Placement view:
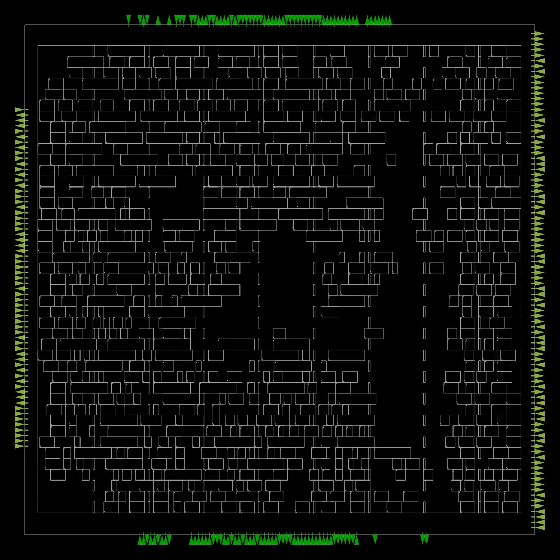
Where the registers sit:
Bar = 50 um. Other sequential cells in the stronger grey, the rest of the logic in the fainter grey.
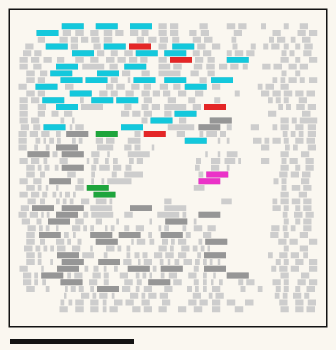
### src/rtl/mem_port_arbiter.sv
// mem_port_arbiter: shares one physical memory port between the instruction
// fetch requester (A, read-only) and the data requester (B, read/write).
// Data requests win ties until B has taken MAX_D_STREAK grants in a row while
// A waited, then A is forced through so fetch always makes progress.
module mem_port_arbiter #(
  parameter int ADDR_WIDTH   = 32,
  parameter int DATA_WIDTH   = 32,
  parameter int MAX_D_STREAK = 4
) (
  input  logic                    clk,
  input  logic                    rst,
  // Instruction-fetch side
  input  logic                    read_a,
  input  logic [ADDR_WIDTH-1:0]   address_a,
  output logic                    resp_a,
  output logic [DATA_WIDTH-1:0]   rdata_a,
  // Data side
  input  logic                    read_b,
  input  logic                    write_b,
  input  logic [DATA_WIDTH/8-1:0] wmask_b,
  input  logic [ADDR_WIDTH-1:0]   address_b,
  input  logic [DATA_WIDTH-1:0]   wdata_b,
  output logic                    resp_b,
  output logic [DATA_WIDTH-1:0]   rdata_b,
  // Physical memory side
  output logic                    pmem_read,
  output logic                    pmem_write,
  output logic [DATA_WIDTH/8-1:0] pmem_wmask,
  output logic [ADDR_WIDTH-1:0]   pmem_address,
  output logic [DATA_WIDTH-1:0]   pmem_wdata,
  input  logic [DATA_WIDTH-1:0]   pmem_rdata,
  input  logic                    pmem_resp,
  output logic                    busy
);

  typedef enum logic [1:0] {
    IDLE    = 2'd0,
    SERVE_A = 2'd1,
    SERVE_B = 2'd2,
    RECOVER = 2'd3
  } state_t;

  // The streak counter only needs to reach MAX_D_STREAK, where it saturates.
  localparam int STREAK_W = $clog2(MAX_D_STREAK + 1);
  localparam logic [STREAK_W-1:0] STREAK_MAX = STREAK_W'(MAX_D_STREAK);
  localparam logic [STREAK_W-1:0] STREAK_ONE = STREAK_W'(1);

  state_t              r_state;
  logic [STREAK_W-1:0] r_streak;

  logic w_a_pend;
  logic w_b_pend;
  logic w_grant_a;
  logic w_grant_b;

  // Grant decision: B wins unless A is also waiting and B has used up its streak.
  always_comb begin
    w_a_pend  = read_a;
    w_b_pend  = read_b | write_b;
    w_grant_b = 1'b0;
    w_grant_a = 1'b0;
    if (r_state == IDLE) begin
      w_grant_b = w_b_pend && (!w_a_pend || (r_streak < STREAK_MAX));
      w_grant_a = w_a_pend && !w_grant_b;
    end
  end

  // Arbiter FSM: captures the granted request into the registered memory
  // outputs and holds them until the memory completes.
  always_ff @(posedge clk or posedge rst) begin
    if (rst) begin
      r_state      <= IDLE;
      r_streak     <= '0;
      pmem_read    <= 1'b0;
      pmem_write   <= 1'b0;
      pmem_wmask   <= '0;
      pmem_address <= '0;
      pmem_wdata   <= '0;
    end else begin
      case (r_state)
        IDLE: begin
          if (w_grant_b) begin
            // A simultaneous read and write on B resolves to the write.
            pmem_read    <= ~write_b;
            pmem_write   <= write_b;
            pmem_wmask   <= write_b ? wmask_b : '0;
            pmem_wdata   <= write_b ? wdata_b : '0;
            pmem_address <= address_b;
            r_state      <= SERVE_B;
            if (!w_a_pend) begin
              r_streak <= '0;
            end else if (r_streak != STREAK_MAX) begin
              r_streak <= r_streak + STREAK_ONE;
            end
          end else if (w_grant_a) begin
            pmem_read    <= 1'b1;
            pmem_write   <= 1'b0;
            pmem_wmask   <= '0;
            pmem_wdata   <= '0;
            pmem_address <= address_a;
            r_state      <= SERVE_A;
            r_streak     <= '0;
          end
        end
        SERVE_A, SERVE_B: begin
          if (pmem_resp) begin
            pmem_read  <= 1'b0;
            pmem_write <= 1'b0;
            r_state    <= RECOVER;
          end
        end
        RECOVER: begin
          // One dead cycle so the satisfied requester can drop its request.
          r_state <= IDLE;
        end
        default: begin
          r_state <= IDLE;
        end
      endcase
    end
  end

  // Completion strobes and read data are steered straight from the memory in
  // the response cycle; data buses stay at zero otherwise.
  always_comb begin
    resp_a  = (r_state == SERVE_A) && pmem_resp;
    resp_b  = (r_state == SERVE_B) && pmem_resp;
    rdata_a = resp_a ? pmem_rdata : '0;
    rdata_b = resp_b ? pmem_rdata : '0;
    busy    = (r_state != IDLE);
  end

endmodule

### config.mk
export PLATFORM = sky130hd
export DESIGN_NAME = mem_port_arbiter
export DESIGN_NICKNAME = d
export VERILOG_FILES = /design/src/rtl/mem_port_arbiter.sv
export SDC_FILE = /design/constraint.sdc
export NUM_CORES = 1
export LEC_CHECK = 0
export CAP_MARGIN = 25
export CELL_PAD_IN_SITES_DETAIL_PLACEMENT = 1
export CELL_PAD_IN_SITES_GLOBAL_PLACEMENT = 1
export CORE_MARGIN = 3
export CORE_UTILIZATION = 26
export DETAILED_ROUTE_END_ITERATION = 16
export HOLD_SLACK_MARGIN = 0.02
export PLACE_DENSITY = 0.87
export SYNTH_ARGS = -nofsm -noshare
export SYNTH_HDL_FRONTEND = slang
export SYNTH_SLANG_ARGS = --single-unit
### constraint.sdc
create_clock -name clk -period 5.7 [get_ports clk]
set_clock_uncertainty 0.2 [all_clocks]
set_input_delay 1.71 -clock clk [delete_from_list [all_inputs] [get_ports clk]]
set_output_delay 1.71 -clock clk [all_outputs]
set_load 0.01 [all_outputs]
==> impl_metrics.csv <==
group,metric,value,unit
synthesis,ys_types,31,
route,drt-vias-per-instance,5.062,
synthesis,synth_adder_area_share,1.953,%
route,wl_met3,1142,um
cts,cts.path.max_buffers,2,
grt,grt_usage,18.95,%
cts,cts_resized,0,
cts,insertion_delay,0.32,ns
route,met2_length,8284,um
route,routedWlPerCell,19.67,um
sta,clock.fmax,0.1950,GHz
power_and_ir_drop,p_int,0.001990,W
synthesis,yosys_area,3844,um2
layout,final-nonclk-buf-share,40.83,%
sta,hold_ws,0.3057,ns
cts,cts_setup_buffers,0,
route,wl_met1,6489,um
synthesis,simple_gate_area_share,15.98,%
sta,period_used_share,89.96,%
grt,antenna_found_initial,0,
worst_setup_path,path_max_fanout,67,
synthesis,top_area_share,48.83,%
run,warnings,31,
worst_setup_path,start_kind,"input pin",
place,io_buffers,274,
grt,use_met1,22.19,%
synthesis,top_area_cell,"dfrtp_1",
worst_setup_path,cpPeakStageDelay,0.58,ns
synthesis,ys_seq_share,48.83,%
layout,top_regs,"pmem_address (32), pmem_wdata (32), pmem_wmask (4)",
worst_setup_path,crit_family,"buffers and inverters",
sta,slew_headroom,39.62,%
layout,non_clock_inverter_count,7,
grt,grtUsageMet3,4.808,%
layout,final_area,6944,um2
synthesis,top_cell,"dfrtp_1",
power_and_ir_drop,p_clk_share,18.4,%
grt,grt_start_max_net_pins,68,
layout,clkbuf_count,11,
layout,logic_gates,265,
synthesis,netlist_area,3844,um2
power_and_ir_drop,p_clk,0.000581,W
worst_hold_path,hp-start,"pmem_wdata[14]",
synthesis,xor_area_share,0,%
synthesis,flop_cell,"dfrtp_1",
worst_setup_path,crit_path_end_kind,"output pin",
worst_setup_path,worstPathRequired,3.79,ns
route,drt_iter0_drc,214,
run_status,status,"finished, final reports clean",
grt,grt_pass1_vias,4424,
layout,flops,75,
route,routed_wl,16230,um
synthesis,edf_count,0,
power_and_ir_drop,p_sw,0.001159,W
cts,cts_hold_buf,0,
sta,fin_tns_setup,0,ns
sta,hold_viol,0,
layout,sh_comb_area,24.04,%
layout,combGateArea,1669,um2
cts,cts_buffers,9,
cts,clkSinkCount,75,
route,num_vias,4176,
layout,top_area_cell_class,"non-clock buffers",
worst_setup_path,setup.worst_path.class,"input pin to output pin",
route,dr.pass1.iters,4,
worst_setup_path,ff2ff_path_depth,6,
synthesis,synthTopCellsByCount,"dfrtp_1, and3_1, a22o_1, nor2_1, a31oi_1",
sta,setup_viol,0,
synthesis,synth-cells-yosys,389,
place,placed_cell_area,6633,um2
route,routed.top_layer,"met4",
cts,cts_tree,"yes",
worst_setup_path,r2r-start,"r_state[0]",
floorplanning,die_h,127.6,um
run,cap_violations,0,
layout,nFillCells,1576,
worst_setup_path,r2r_slack,3.13,ns
power_and_ir_drop,switching_share,36.81,%
power_and_ir_drop,seqPwrFrac,28.5,%
layout,syn_to_final_growth,80.66,%
layout,antenna_cells,0,
grt,overflow,0,
power_and_ir_drop,p_leak,2.989,nW
grt,grt_pass1_wl,24680,um
worst_setup_path,cp_num_cells,4,
worst_setup_path,reg2reg_to,"r_state[0]",
worst_setup_path,worstPathArrival,3.22,ns
Back to the opening pictures, 'placement view':
row count: 43
area of the core: 14150 um2
# Taps: 180
final non-filler cell total: 825

Back to the opening pictures, 'where the registers sit':
name in the netlist	colour	sequential cells
r_state	magenta	2
r_streak	green	3
pmem_wdata	cyan	32
pmem_wmask	red	4
not coloured	34
Register Area: 1877 um2
seq pwr: 0.000897 W
Seq area share: 27.03%
Post-Route Utilization: 49.08%

[metrics by stage]
step                utilization, %  total power (W)  instances  setup WS [ns]
finish                       49.08         0.003150        825         0.5720
CTS                          49.08         0.003193        825         0.5531
floorplan                        -         0.001743        389          1.444
global placement             46.68         0.002505        808         0.5823
detailed placement           46.87         0.002588        809         0.5503
global route                 49.08         0.003359        825         0.4942
[layout by cell type, fill, tap and decap left out, types with 2 or more instances in the layout]
cell / count
nand4_1: 2
clkinvlp_4: 2
clkdlybuf4s50_1: 274
o31ai_1: 2
clkbuf_8: 2
a22o_1: 36
dfrtp_1: 75
and3_1: 64
o21ai_0: 33
ha_1: 6
nor2b_1: 2
inv_1: 6
o21ai_1: 2
clkbuf_16: 9
nor2_1: 35
a31oi_1: 34
a21oi_1: 32
and2_1: 2
buf_4: 6
nand2_1: 3
No activity file was given, so power comes from the tool's default toggle rates.
